File: config.mk
export PLATFORM = sky130hd
export DESIGN_NAME = control_sequencer_flat
export DESIGN_NICKNAME = d
export VERILOG_FILES = /design/src/rtl/control_sequencer_if.sv /design/src/rtl/control_sequencer.sv /design/src/flat_wrapper.sv
export SDC_FILE = /design/constraint.sdc
export NUM_CORES = 1
export LEC_CHECK = 0
export CAP_MARGIN = 0
export CELL_PAD_IN_SITES_DETAIL_PLACEMENT = 0
export CELL_PAD_IN_SITES_GLOBAL_PLACEMENT = 2
export CORE_MARGIN = 1.5
export CORE_UTILIZATION = 19
export DETAILED_ROUTE_END_ITERATION = 8
export GPL_ROUTABILITY_DRIVEN = 0
export GPL_TIMING_DRIVEN = 0
export PLACE_DENSITY = 0.91
export SLEW_MARGIN = 20
export SYNTH_ARGS = -nofsm -noshare
export SYNTH_HDL_FRONTEND = slang
export SYNTH_SLANG_ARGS = --single-unit
File: constraint.sdc
create_clock -name clk -period 3.4 [get_ports clk]
set_input_delay 0.34 -clock clk [delete_from_list [all_inputs] [get_ports clk]]
set_output_delay 0.34 -clock clk [all_outputs]
set_load 0.05 [all_outputs]
File: src/rtl/control_sequencer_if.sv
// Control strobe bundle between the hardwired sequencer and the bus-based datapath.
// Latency: none, this is wiring only.
// Backpressure: none; the datapath samples the strobes on every rising edge.
interface control_sequencer_if #(
    parameter int OPW = 5
);
    // IR_view from the datapath. During the IRin state it must already show the
    // word being loaded, because the sequencer decodes the opcode on that same edge.
    logic [31:0]    ir;

    // Bus-out enables
    logic           R_out;
    logic           Zlo_out;
    logic           Zhi_out;
    logic           HI_out;
    logic           LO_out;
    logic           PC_out;
    logic           MDR_out;
    logic           In_out;
    logic           C_out;
    logic           BAout;

    // Register loads and memory/regfile controls
    logic           Rin;
    logic           MARin;
    logic           Zlowin;
    logic           PCin;
    logic           MDRin;
    logic           IRin;
    logic           Yin;
    logic           IncPC;
    logic           Read;
    logic           Write;
    logic           Gra;
    logic           Grb;
    logic           Grc;

    logic [OPW-1:0] op_sel;
    logic           run;
    logic [3:0]     t_step;

    modport master (
        input  ir,
        output R_out, Zlo_out, Zhi_out, HI_out, LO_out, PC_out, MDR_out, In_out, C_out, BAout,
        output Rin, MARin, Zlowin, PCin, MDRin, IRin, Yin, IncPC, Read, Write, Gra, Grb, Grc,
        output op_sel, run, t_step
    );

    modport slave (
        output ir,
        input  R_out, Zlo_out, Zhi_out, HI_out, LO_out, PC_out, MDR_out, In_out, C_out, BAout,
        input  Rin, MARin, Zlowin, PCin, MDRin, IRin, Yin, IncPC, Read, Write, Gra, Grb, Grc,
        input  op_sel, run, t_step
    );
endinterface

File: src/rtl/control_sequencer.sv
// Hardwired Moore control unit: fetch T0-T2, decode IR opcode, execute T3-T7, loop or park in HALT.
// Latency: one state per clk; ALU/imm/ldi 6 clks, ld/st 8, nop 3; halt parks after 3.
// Backpressure: none; strobes come only from registered state and the latched opcode.
module control_sequencer #(
    parameter int             OPW    = 5,
    parameter logic [OPW-1:0] OP_ADD = 5'b00011
) (
    input  logic                clk,
    input  logic                clr,
    control_sequencer_if.master bus
);

    // Opcode map
    localparam logic [OPW-1:0] OPC_LD   = OPW'(5'b00000);
    localparam logic [OPW-1:0] OPC_LDI  = OPW'(5'b00001);
    localparam logic [OPW-1:0] OPC_ST   = OPW'(5'b00010);
    localparam logic [OPW-1:0] OPC_ADD  = OPW'(5'b00011);
    localparam logic [OPW-1:0] OPC_SHL  = OPW'(5'b01011);
    localparam logic [OPW-1:0] OPC_ADDI = OPW'(5'b01100);
    localparam logic [OPW-1:0] OPC_ANDI = OPW'(5'b01101);
    localparam logic [OPW-1:0] OPC_ORI  = OPW'(5'b01110);
    localparam logic [OPW-1:0] OPC_HALT = OPW'(5'b11011);

    // ALU selects used by the immediate forms
    localparam logic [OPW-1:0] ALU_AND  = OPW'(5'b00101);
    localparam logic [OPW-1:0] ALU_OR   = OPW'(5'b00110);

    // Encoding doubles as the t_step debug index
    typedef enum logic [3:0] {
        S_RST  = 4'd0,
        S_T0   = 4'd1,
        S_T1   = 4'd2,
        S_T2   = 4'd3,
        S_T3   = 4'd4,
        S_T4   = 4'd5,
        S_T5   = 4'd6,
        S_T6   = 4'd7,
        S_T7   = 4'd8,
        S_HALT = 4'd15
    } state_t;

    typedef enum logic [2:0] {
        CL_NOP,
        CL_ALU,
        CL_IMM,
        CL_LDI,
        CL_LD,
        CL_ST,
        CL_HALT
    } cls_t;

    state_t         state_q;
    state_t         state_d;
    logic [OPW-1:0] op_q;
    logic [OPW-1:0] op_fetch;
    cls_t           cls_fetch;
    cls_t           cls_q;
    logic [OPW-1:0] imm_sel;
    logic           unused_ir;

    // Instruction class from an opcode; anything not listed behaves as nop
    function automatic cls_t classify(input logic [OPW-1:0] op);
        cls_t c;
        case (op)
            OPC_LD:                      c = CL_LD;
            OPC_LDI:                     c = CL_LDI;
            OPC_ST:                      c = CL_ST;
            OPC_ADDI, OPC_ANDI, OPC_ORI: c = CL_IMM;
            OPC_HALT:                    c = CL_HALT;
            default:                     c = (op >= OPC_ADD && op <= OPC_SHL) ? CL_ALU : CL_NOP;
        endcase
        return c;
    endfunction

    assign op_fetch  = bus.ir[31 -: OPW];
    assign unused_ir = ^bus.ir[31-OPW:0];
    assign cls_fetch = classify(op_fetch);
    assign cls_q     = classify(op_q);

    // ALU select for the immediate class; ldi/ld/st reuse OP_ADD for address/immediate sums
    always_comb begin
        imm_sel = OP_ADD;
        if (cls_q == CL_IMM) begin
            if (op_q == OPC_ANDI) begin
                imm_sel = ALU_AND;
            end else if (op_q == OPC_ORI) begin
                imm_sel = ALU_OR;
            end else begin
                imm_sel = OP_ADD;
            end
        end
    end

    // State register; clr aborts whatever is in flight
    always_ff @(posedge clk or negedge clr) begin
        if (!clr) begin
            state_q <= S_RST;
        end else begin
            state_q <= state_d;
        end
    end

    // Opcode latch at the end of T2, when IR_view carries the fetched word
    always_ff @(posedge clk or negedge clr) begin
        if (!clr) begin
            op_q <= '0;
        end else if (state_q == S_T2) begin
            op_q <= op_fetch;
        end
    end

    // Next-state: fetch is common, T2 branches on the incoming opcode, T5 splits memory ops
    always_comb begin
        state_d = state_q;
        case (state_q)
            S_RST: state_d = S_T0;
            S_T0:  state_d = S_T1;
            S_T1:  state_d = S_T2;
            S_T2: begin
                case (cls_fetch)
                    CL_HALT: state_d = S_HALT;
                    CL_NOP:  state_d = S_T0;
                    default: state_d = S_T3;
                endcase
            end
            S_T3:  state_d = S_T4;
            S_T4:  state_d = S_T5;
            S_T5:  state_d = (cls_q == CL_LD || cls_q == CL_ST) ? S_T6 : S_T0;
            S_T6:  state_d = S_T7;
            S_T7:  state_d = S_T0;
            S_HALT: state_d = S_HALT;
            default: state_d = S_RST;
        endcase
    end

    // Strobe decode from state and latched opcode only; unlisted strobes stay 0
    always_comb begin
        bus.R_out   = 1'b0;
        bus.Zlo_out = 1'b0;
        bus.Zhi_out = 1'b0;
        bus.HI_out  = 1'b0;
        bus.LO_out  = 1'b0;
        bus.PC_out  = 1'b0;
        bus.MDR_out = 1'b0;
        bus.In_out  = 1'b0;
        bus.C_out   = 1'b0;
        bus.BAout   = 1'b0;
        bus.Rin     = 1'b0;
        bus.MARin   = 1'b0;
        bus.Zlowin  = 1'b0;
        bus.PCin    = 1'b0;
        bus.MDRin   = 1'b0;
        bus.IRin    = 1'b0;
        bus.Yin     = 1'b0;
        bus.IncPC   = 1'b0;
        bus.Read    = 1'b0;
        bus.Write   = 1'b0;
        bus.Gra     = 1'b0;
        bus.Grb     = 1'b0;
        bus.Grc     = 1'b0;
        bus.op_sel  = '0;
        case (state_q)
            S_T0: begin
                bus.PC_out = 1'b1;
                bus.MARin  = 1'b1;
                bus.Zlowin = 1'b1;
                bus.IncPC  = 1'b1;
            end
            S_T1: begin
                bus.Zlo_out = 1'b1;
                bus.PCin    = 1'b1;
                bus.Read    = 1'b1;
                bus.MDRin   = 1'b1;
            end
            S_T2: begin
                bus.MDR_out = 1'b1;
                bus.IRin    = 1'b1;
            end
            S_T3: begin
                // Y <= Rb; everything except reg-reg ALU uses the base form (R0 reads as 0)
                bus.Grb   = 1'b1;
                bus.R_out = 1'b1;
                bus.Yin   = 1'b1;
                bus.BAout = (cls_q != CL_ALU);
            end
            S_T4: begin
                bus.Zlowin = 1'b1;
                if (cls_q == CL_ALU) begin
                    bus.Grc    = 1'b1;
                    bus.R_out  = 1'b1;
                    bus.op_sel = op_q;
                end else begin
                    bus.C_out  = 1'b1;
                    bus.op_sel = imm_sel;
                end
            end
            S_T5: begin
                bus.Zlo_out = 1'b1;
                if (cls_q == CL_LD || cls_q == CL_ST) begin
                    bus.MARin = 1'b1;
                end else begin
                    bus.Gra = 1'b1;
                    bus.Rin = 1'b1;
                end
            end
            S_T6: begin
                bus.MDRin = 1'b1;
                if (cls_q == CL_LD) begin
                    bus.Read = 1'b1;
                end else begin
                    // Read=0 steers MDR's input mux to the bus for the store data
                    bus.Gra   = 1'b1;
                    bus.R_out = 1'b1;
                end
            end
            S_T7: begin
                if (cls_q == CL_LD) begin
                    bus.MDR_out = 1'b1;
                    bus.Gra     = 1'b1;
                    bus.Rin     = 1'b1;
                end else begin
                    bus.Write = 1'b1;
                end
            end
            default: begin
                // RST and HALT drive nothing
            end
        endcase
    end

    // Status outputs
    always_comb begin
        bus.run    = (state_q != S_RST) && (state_q != S_HALT);
        bus.t_step = 4'(state_q);
    end

    // At most one bus driver per state; BAout only ever accompanies R_out
    logic [8:0] bus_drv;
    assign bus_drv = {bus.R_out, bus.Zlo_out, bus.Zhi_out, bus.HI_out, bus.LO_out,
                      bus.PC_out, bus.MDR_out, bus.In_out, bus.C_out};

    a_single_driver: assert property (@(posedge clk) disable iff (!clr) $onehot0(bus_drv));
    a_baout_pair:    assert property (@(posedge clk) disable iff (!clr) bus.BAout |-> bus.R_out);
    a_incpc_t0:      assert property (@(posedge clk) disable iff (!clr) bus.IncPC |-> (state_q == S_T0));
    a_opsel_t4:      assert property (@(posedge clk) disable iff (!clr) (bus.op_sel != '0) |-> (state_q == S_T4));

endmodule

File: src/flat_wrapper.sv
// flat-port wrapper written by rule: the top's interface ports become plain ports
module control_sequencer_flat 
#(
    parameter int             OPW    = 5,
    parameter logic [OPW-1:0] OP_ADD = 5'b00011
)
  (clk, clr, bus_ir, bus_R_out, bus_Zlo_out, bus_Zhi_out, bus_HI_out, bus_LO_out, bus_PC_out, bus_MDR_out, bus_In_out, bus_C_out, bus_BAout, bus_Rin, bus_MARin, bus_Zlowin, bus_PCin, bus_MDRin, bus_IRin, bus_Yin, bus_IncPC, bus_Read, bus_Write, bus_Gra, bus_Grb, bus_Grc, bus_op_sel, bus_run, bus_t_step);
  control_sequencer_if #(.OPW(OPW)) bus_i ();
  input  logic clk;
  input  logic clr;
  input wire logic [$bits(bus_i.ir)-1:0] bus_ir;
  output wire logic [$bits(bus_i.R_out)-1:0] bus_R_out;
  output wire logic [$bits(bus_i.Zlo_out)-1:0] bus_Zlo_out;
  output wire logic [$bits(bus_i.Zhi_out)-1:0] bus_Zhi_out;
  output wire logic [$bits(bus_i.HI_out)-1:0] bus_HI_out;
  output wire logic [$bits(bus_i.LO_out)-1:0] bus_LO_out;
  output wire logic [$bits(bus_i.PC_out)-1:0] bus_PC_out;
  output wire logic [$bits(bus_i.MDR_out)-1:0] bus_MDR_out;
  output wire logic [$bits(bus_i.In_out)-1:0] bus_In_out;
  output wire logic [$bits(bus_i.C_out)-1:0] bus_C_out;
  output wire logic [$bits(bus_i.BAout)-1:0] bus_BAout;
  output wire logic [$bits(bus_i.Rin)-1:0] bus_Rin;
  output wire logic [$bits(bus_i.MARin)-1:0] bus_MARin;
  output wire logic [$bits(bus_i.Zlowin)-1:0] bus_Zlowin;
  output wire logic [$bits(bus_i.PCin)-1:0] bus_PCin;
  output wire logic [$bits(bus_i.MDRin)-1:0] bus_MDRin;
  output wire logic [$bits(bus_i.IRin)-1:0] bus_IRin;
  output wire logic [$bits(bus_i.Yin)-1:0] bus_Yin;
  output wire logic [$bits(bus_i.IncPC)-1:0] bus_IncPC;
  output wire logic [$bits(bus_i.Read)-1:0] bus_Read;
  output wire logic [$bits(bus_i.Write)-1:0] bus_Write;
  output wire logic [$bits(bus_i.Gra)-1:0] bus_Gra;
  output wire logic [$bits(bus_i.Grb)-1:0] bus_Grb;
  output wire logic [$bits(bus_i.Grc)-1:0] bus_Grc;
  output wire logic [$bits(bus_i.op_sel)-1:0] bus_op_sel;
  output wire logic [$bits(bus_i.run)-1:0] bus_run;
  output wire logic [$bits(bus_i.t_step)-1:0] bus_t_step;
  assign bus_i.ir = bus_ir;
  assign bus_R_out = bus_i.R_out;
  assign bus_Zlo_out = bus_i.Zlo_out;
  assign bus_Zhi_out = bus_i.Zhi_out;
  assign bus_HI_out = bus_i.HI_out;
  assign bus_LO_out = bus_i.LO_out;
  assign bus_PC_out = bus_i.PC_out;
  assign bus_MDR_out = bus_i.MDR_out;
  assign bus_In_out = bus_i.In_out;
  assign bus_C_out = bus_i.C_out;
  assign bus_BAout = bus_i.BAout;
  assign bus_Rin = bus_i.Rin;
  assign bus_MARin = bus_i.MARin;
  assign bus_Zlowin = bus_i.Zlowin;
  assign bus_PCin = bus_i.PCin;
  assign bus_MDRin = bus_i.MDRin;
  assign bus_IRin = bus_i.IRin;
  assign bus_Yin = bus_i.Yin;
  assign bus_IncPC = bus_i.IncPC;
  assign bus_Read = bus_i.Read;
  assign bus_Write = bus_i.Write;
  assign bus_Gra = bus_i.Gra;
  assign bus_Grb = bus_i.Grb;
  assign bus_Grc = bus_i.Grc;
  assign bus_op_sel = bus_i.op_sel;
  assign bus_run = bus_i.run;
  assign bus_t_step = bus_i.t_step;
  control_sequencer #(.OPW(OPW), .OP_ADD(OP_ADD)) u_core (.clk(clk), .clr(clr), .bus(bus_i));
endmodule
==> results.json, run 1 <==
{
  "timing.fmax_mhz": 364,
  "worst_path_largest_cell_delay_ps": 790,
  "worst_setup_path_end_kind": "output pin",
  "ys_area_um2": 925,
  "power.leakage_nw": 0.563,
  "core_um2": 4690,
  "worst_setup_path_start_kind": "register",
  "grt_util_all_layers_pct": 9.81,
  "worstMarginPinSlew_ps": 566,
  "drt_iter0_drc": 55,
  "drv_cap": 0,
  "gr-total-overflow": 0,
  "clk_latency_ps": 240,
  "hold_ws_ps": 406,
  "grt_pass1_vias": 853,
  "port-buffer-count": 34,
  "critPathArrivalTime_ps": 2410,
  "path_max_fanout": 8,
  "cp-startpoint": "u_core.op_q[3]",
  "die_w_um": 72.8,
  "wl_per_cell_um": 12.5,
  "die_y_um": 72.8,
  "period_used_pct": 80.8,
  "clockBufferDepth": 2,
  "cts_root_buf": "clkbuf_8",
  "final_nets": 184,
  "drt_first_pass_iters": 4,
  "dp_hpwl_mm": 1.92,
  "rr_startpoint": "u_core.bus.t_step[3]",
  "ys.warnings.count": 0,
  "ys_seq_elements": 9,
  "clk_pin_slew_ps": 50,
  "vias_per_cell": 4.40,
  "rsz0062_at_grt": "no",
  "postRouteAntennaNets": 0,
  "wirelength_mm": 2.55,
  "ys_cells": 107,
  "hold_path_class": "in -> async",
  "layout_top_cell": "clkdlybuf4s50_1",
  "setup_tns_ps": 0,
  "cts_setup_buffers": 0,
  "critical-path-slowest-cell": "clkdlybuf4s50_1",
  "num_vias": 893,
  "cp_num_buf_inv": 1,
  "drive_gt1_share_pct": 18.8,
  "p_total_mw": 1.57,
  "final_cell_mix": "34 x clkdlybuf4s50_1, 14 x nor2_1, 9 x dfrtp_1",
  "log.warning_count": 53,
  "area_leaders": "dfrtp_1 24%, buf_4 6.5%, mux2_2 6.1%, clkbuf_8 6.0%, nor2_1 5.7%",
  "fill_cells": 521,
  "syn_area_per_cell_um2": 8.64,
  "cts_num_sinks": 9,
  "skew_ps": 2.05,
  "grt_max_degree": 11,
  "cp.required_ps": 3060,
  "antenna_found_initial": 0,
  "layout_min_cycle_time_ps": 2750,
  "crit_type": "reg -> out",
  "async_reset_ff_share_pct": 100,
  "area_growth_pct": 50.6,
  "yosysTopAreaCell": "dfrtp_1",
  "cp_top_family": "buffers and inverters",
  "setup_viol": 0,
  "instances_no_fill": 203,
  "fp-row-count": 25,
  "num_antenna_cells": 0,
  "pin_count": 67,
  "maxSlewViolCount": 0,
  "edf_count": 0,
  "yosysUniqueCellTypes": 45,
  "htree_levels": 1,
  "ys_seq_share_pct": 24.4,
  "hold_violations": 0,
  "syn_inst": 107,
  "drc": 0,
  "cts_hold_buffers": 0,
  "yosysTopAreaCellShare_pct": 24.4,
  "cp_cell_sequence": "or4_4 > nor4_2 > o21a_1 > clkdlybuf4s50_1",
  "peakVddDrop_uv": 452,
  "run_status": "finished, final reports clean",
  "cts_tree": "built",
  "grt_pass1_wl_mm": 4.06,
  "pwr_density_cell_nw_per_um2": 1130,
  "cts_inserted_buffers": 3,
  "slew_headroom_pct": 62.2
}
-- run 1: kinds of logic (layout without fill, tap and decap cells) --
logic type | count (synthesis) | count (layout) | synth area share [%]
AOI/OAI and AO/OA | 22 | 22 | 17.5
xor gates and xnor gates | 2 | 2 | 1.89
buffers and inverters | 18 | 56 | 16.5
DFF | 9 | 9 | 24.4
muxes | 6 | 6 | 7.17
other | 1 | 5 | 0.406
and+or+nand+nor | 49 | 49 | 32.2
-- run 1: worst paths after layout --
path                                   endpoint  slack (ps)  depth (start not counted)
hold reg to reg                  u_core.op_q[1]         650                          2
hold / removal             u_core.bus.t_step[1]         410                          1
setup / recovery                       bus_Read         650                          4
setup reg to reg           u_core.bus.t_step[1]        1940                          4
min in group clk                 u_core.op_q[1]         650                          2
max in group asynchronous        u_core.op_q[0]        2700                          1
-- run 1: cell type report --
type / instances / area, µm² / share of cell area, %
plain buffers: 15 / 141 / 10.2
multi-input cells: 84 / 562 / 40.3
inverters: 3 / 11.3 / 0.809
well taps: 54 / 67.6 / 4.85
repair buffers: 34 / 340 / 24.4
clock buffers: 4 / 45.0 / 3.23
flip-flops and latches: 9 / 225 / 16.2
-- run 1: state kept, by name (all words and copies together), names as in the netlist --
name / count
u_core.op_q: 5
u_core.bus.t_step: 4
-- run 1: metrics by stage --
stage	setup WS, ps	utilization, %	area (µm²)
after floorplan	119	-	940
after global placement	856	28.7	1350
after detailed placement	891	28.7	1350
after CTS	627	29.7	1390
after global routing	460	29.7	1390
final	654	29.7	1390
-- run 1: per-layer routing --
layer  up-vias  wire length [µm]  track usage, %
met2        34              1110            14.6
li1        456                 -               -
met4         0                47            5.03
met5         -                 0               0
met3         5               159            1.80
met1       398              1230            13.5
-- run 1: synthesized netlist by cell type (2+ instances only) --
| library cell | instances |
|---|---|
| buf_6 | 2 |
| nand4_1 | 2 |
| dfrtp_1 | 9 |
| o31a_1 | 2 |
| clkbuf_8 | 4 |
| buf_4 | 8 |
| nor3_1 | 3 |
| nand3_1 | 3 |
| o21a_1 | 2 |
| a21oi_1 | 5 |
| nand2b_1 | 4 |
| inv_1 | 3 |
| nor2_1 | 14 |
| mux2_2 | 5 |
| and3_1 | 2 |
| nor2b_1 | 3 |
| and2_1 | 2 |
| nand2_1 | 6 |
| o21ai_0 | 2 |
-- run 1: worst register-to-register path: stages, from the launching register on --
cell	delay [ps]
dfrtp_1	380
clkbuf_8	160
nand2b_1	190
or4_1	520
o311ai_1	90
-- run 1: power breakdown --
group | internal, mW | leakage, nW | total, mW | switching [mW]
Combinational | 0.444 | 0.431 | 1.21 | 0.763
Clock | 0.0821 | 0.0228 | 0.129 | 0.0467
Sequential | 0.158 | 0.109 | 0.237 | 0.0794
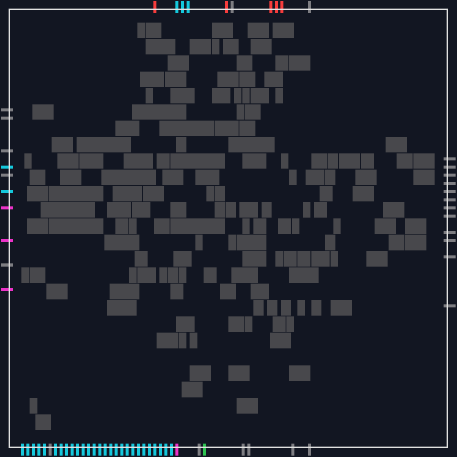
Run 1: pin placement
Drawn at 6 px/µm. Pins as bars across the die edge, other pins in gray.
legend:
  bus_MDRin:
    color: green
    pins: 1
    direction: output
    edge: south
  bus_op_sel:
    color: red
    pins: 5
    direction: output
    edge: north
  bus_t_step:
    color: magenta
    pins: 4
    direction: output
    edge: 3 west, 1 south
  bus_ir:
    color: cyan
    pins: 32
    direction: input
    edge: 27 south, 3 north, 2 west

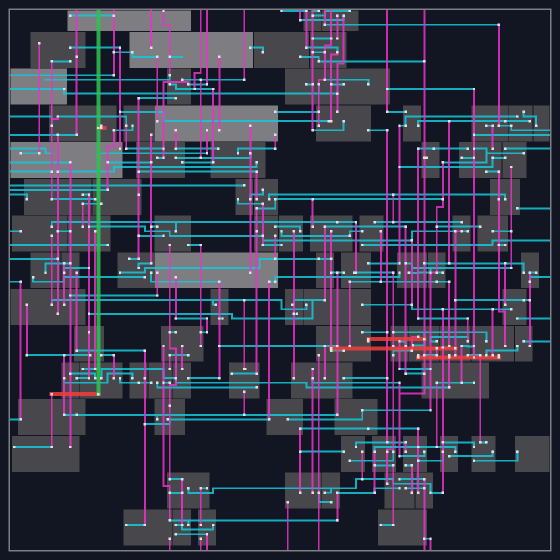
Run 1: layout detail
Window x 16 to 56, y 16 to 56 µm. Cells in gray, sequential cells in the stronger gray; small squares are vias.
legend:
  M3:
    color: red
  M4:
    color: green
  M2:
    color: magenta
  M1:
    color: cyan
cells with their middle in the window: 86
netlist names of flops here include: u_core.op_q (4), u_core.bus.t_step (1)
most frequent: nor2_1 (12), clkbuf_8 (6)
sequential cells in the window: 5

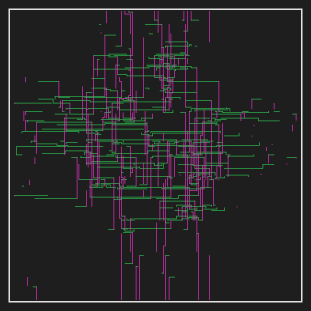
Run 1: signal wires by layer
Drawn at 4 px/µm. Only two layers are drawn.
legend:
  M1:
    color: green
    wire_length: 1230 µm
  M2:
    color: magenta
    wire_length: 1110 µm

==> run 2, diff against run 1 <==
--- a/config.mk
+++ b/config.mk
@@ -9,11 +9,11 @@
 export CELL_PAD_IN_SITES_DETAIL_PLACEMENT = 0
 export CELL_PAD_IN_SITES_GLOBAL_PLACEMENT = 2
 export CORE_MARGIN = 1.5
-export CORE_UTILIZATION = 19
+export CORE_UTILIZATION = 16
 export DETAILED_ROUTE_END_ITERATION = 8
 export GPL_ROUTABILITY_DRIVEN = 0
 export GPL_TIMING_DRIVEN = 0
-export PLACE_DENSITY = 0.91
+export PLACE_DENSITY = 0.83
 export SLEW_MARGIN = 20
 export SYNTH_ARGS = -nofsm -noshare
 export SYNTH_HDL_FRONTEND = slang
==> constraint.sdc (replaced) <==
create_clock -name clk -period 2.5 [get_ports clk]
set_input_delay 0.25 -clock clk [delete_from_list [all_inputs] [get_ports clk]]
set_output_delay 0.25 -clock clk [all_outputs]
set_load 0.05 [all_outputs]
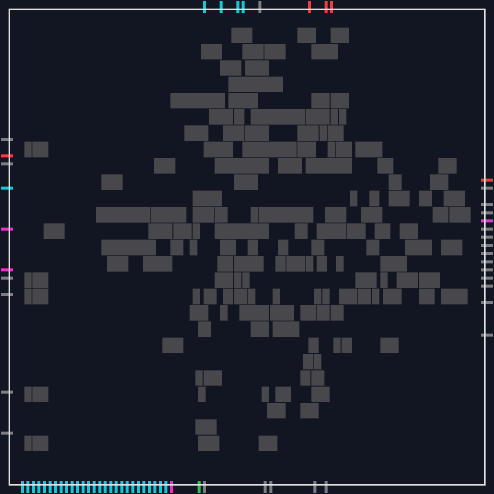
Run 2: pin placement
Drawn at 6 px/µm. Pins as bars across the die edge, other pins in gray.
Die X-Extent: 79.0 µm
Buffers on Ports: 34

==> run 2 against run 1 <==
Synthesized area did not move. Critical path depth rose by 1. Clock power rose by 29%. Worst setup slack got worse by 520 ps. Largest cell class unchanged.
==> results.json, run 2 <==
{
  "timing.fmax_mhz": 423,
  "cp-startpoint": "u_core.bus.t_step[3]",
  "path_max_fanout": 9,
  "antenna_found_initial": 0,
  "fp-row-count": 27,
  "num_antenna_cells": 0,
  "drt_iter0_drc": 69,
  "maxSlewViolCount": 0,
  "dp_hpwl_mm": 2.04,
  "cp.required_ps": 2250,
  "largest_register_ffs": 5,
  "grt_util_all_layers_pct": 8.27,
  "share_comb_of_total_power_pct": 76.8,
  "setup_viol": 0,
  "slew_headroom_pct": 65.5,
  "crit_type": "reg -> out",
  "netSwitchingFraction_pct": 57.4,
  "fp-utilization_pct": 16.7,
  "final_cell_mix": "19 x clkdlybuf4s50_1, 14 x nor2_1, 11 x dlygate4sd2_1",
  "ys_seq_share_pct": 24.4,
  "ys_area_um2": 925,
  "worst_setup_path_start_kind": "register",
  "drt_first_pass_iters": 4,
  "grt_pass1_vias": 856,
  "drive_gt1_share_pct": 20.8,
  "worstMarginPinSlew_ps": 517,
  "critPathArrivalTime_ps": 2120,
  "internal_power_uw": 902,
  "edf_count": 0,
  "syn_area_per_cell_um2": 8.64,
  "setup_tns_ps": 0,
  "wirelength_mm": 2.63,
  "drv_cap": 0,
  "pin_count": 67,
  "pwr_density_cell_nw_per_um2": 1480,
  "rr_startpoint": "u_core.bus.t_step[0]",
  "cts_inserted_buffers": 3,
  "yosysUniqueCellTypes": 45,
  "vias_per_cell": 4.05,
  "flop_cell": "dfrtp_1",
  "layout_min_cycle_time_ps": 2370,
  "area_growth_pct": 54.3,
  "power.leakage_nw": 0.668,
  "period_used_pct": 94.6,
  "ff2ff_setup_slack_ps": 1050,
  "drc": 0,
  "final.setup.worst_slack_ps": 134,
  "ys_seq_elements": 9,
  "ys_cells": 107,
  "layout_top_cell": "clkdlybuf4s50_1",
  "r2r_end": "u_core.op_q[1]",
  "p_total_mw": 2.12,
  "wl_per_cell_um": 11.9,
  "peakVddDrop_uv": 707,
  "yosysTopAreaCell": "dfrtp_1",
  "postRouteAntennaNets": 0,
  "htree_levels": 1,
  "grt_max_degree": 11,
  "log.warning_count": 54,
  "power_frac_seq_pct": 15.4,
  "most_common_cell": "nor2_1",
  "core_um2": 5540,
  "critical-path-slowest-cell": "clkdlybuf4s50_1",
  "ys.warnings.count": 0,
  "place_ws_ps": 85.1,
  "power_switching_mw": 1.22,
  "synth.cell_area_um2": 925,
  "clk_latency_ps": 230,
  "cts_root_buf": "clkbuf_8",
  "clockBufferDepth": 2,
  "final_nets": 184,
  "utilization_pct": 25.7,
  "cts_tree": "built",
  "num_vias": 895,
  "cp_cell_sequence": "clkbuf_8 > nand2b_1 > nor3_2 > nor2b_1 > clkdlybuf4s50_1",
  "area_leaders": "dfrtp_1 24%, buf_4 6.5%, mux2_2 6.1%, clkbuf_8 6.0%, nor2_1 5.7%",
  "dieArea_um2": 6240,
  "hold_path_class": "in -> async",
  "clkPwrFrac_pct": 7.9,
  "run_status": "finished, final reports clean",
  "async_reset_ff_share_pct": 100,
  "syn_inst": 107,
  "gr-total-overflow": 0,
  "top_cells_by_count": "14 x nor2_1, 9 x dfrtp_1, 8 x buf_4",
  "worst_path_largest_cell_delay_ps": 800,
  "cts_setup_buffers": 0,
  "hold_ws_ps": 326,
  "skew_ps": 5.04,
  "worst_setup_path_end_kind": "output pin",
  "grt_pass1_wl_mm": 4.15,
  "cts_num_sinks": 9,
  "reg2reg_depth": 4,
  "max_flop_register": "u_core.op_q",
  "hold_violations": 0,
  "yosysTopAreaCellShare_pct": 24.4,
  "clk_pin_slew_ps": 50,
  "crit_end": "bus_BAout"
}
run 2: cell counts after synthesis:
No cell type changed its count.
run 2: repair_timing:
| item | CTS | global route |
|---|---|---|
| gates resized | 11 | 5 |
| setup endpoints to repair | 11 | 6 |
| hold buffers | 0 | 0 |
| endpoints found under the hold margin | 0 | 0 |
run 2: worst min path at each step:
stage / start / to / cells past startpoint
finish: clr / u_core.bus.t_step[0] / 1
detailed placement: clr / u_core.op_q[0] / 1
global route: clr / u_core.bus.t_step[0] / 1
floorplan: clr / u_core.bus.t_step[0] / 0
CTS: clr / u_core.bus.t_step[0] / 1
global placement: clr / u_core.op_q[1] / 1
run 2: worst max-delay path: cells and delay by family, from the launching register on:
family,cells,cell delay (ps)
flip-flops,1,380
AND/OR/NAND/NOR,3,540
buffers and inverters,2,960
run 2: per-stage QoR:
step | area, µm² | cells
after floorplan | 950 | 111
after global placement | 1380 | 217
after detailed placement | 1380 | 217
after CTS | 1410 | 221
after global routing | 1430 | 221
final | 1430 | 221
run 2: logic make-up (layout without fill, tap and decap cells):
group	Yosys count	count (layout)	share of synthesized area, %
buffers and inverters	18	56	16.5
other	1	5	0.406
AOI/OAI and AO/OA	22	22	17.5
muxes	6	6	7.17
xor gates and xnor gates	2	2	1.89
and+or+nand+nor	49	49	32.2
DFF	9	9	24.4
run 2: layout make-up:
type | instances | area (µm²)
fill | 618 | 4110
multi-input combinational | 84 | 577
sequential | 9 | 225
buffer | 15 | 141
tap | 72 | 90.1
clock buffer | 4 | 45.0
inverter | 3 | 11.3
timing repair buffer | 34 | 337
run 2: metal layers:
layer	vias up	global-route usage (%)	wire length, µm
li1	458	-	-
met1	406	11.0	1230
met2	31	12.7	1160
met3	0	3.22	242
met4	0	1.58	0
met5	-	0	0
run 2: power by group through the flow:
stage	logic (mW)	clock network [mW]	registers, mW
floorplan	1.13	0	0.390
global placement	1.66	0	0.326
detailed placement	1.66	0	0.325
CTS	1.64	0.169	0.325
global route	1.73	0.182	0.341
finish	1.63	0.166	0.326
No activity file was given, so power comes from the tool's default toggle rates.
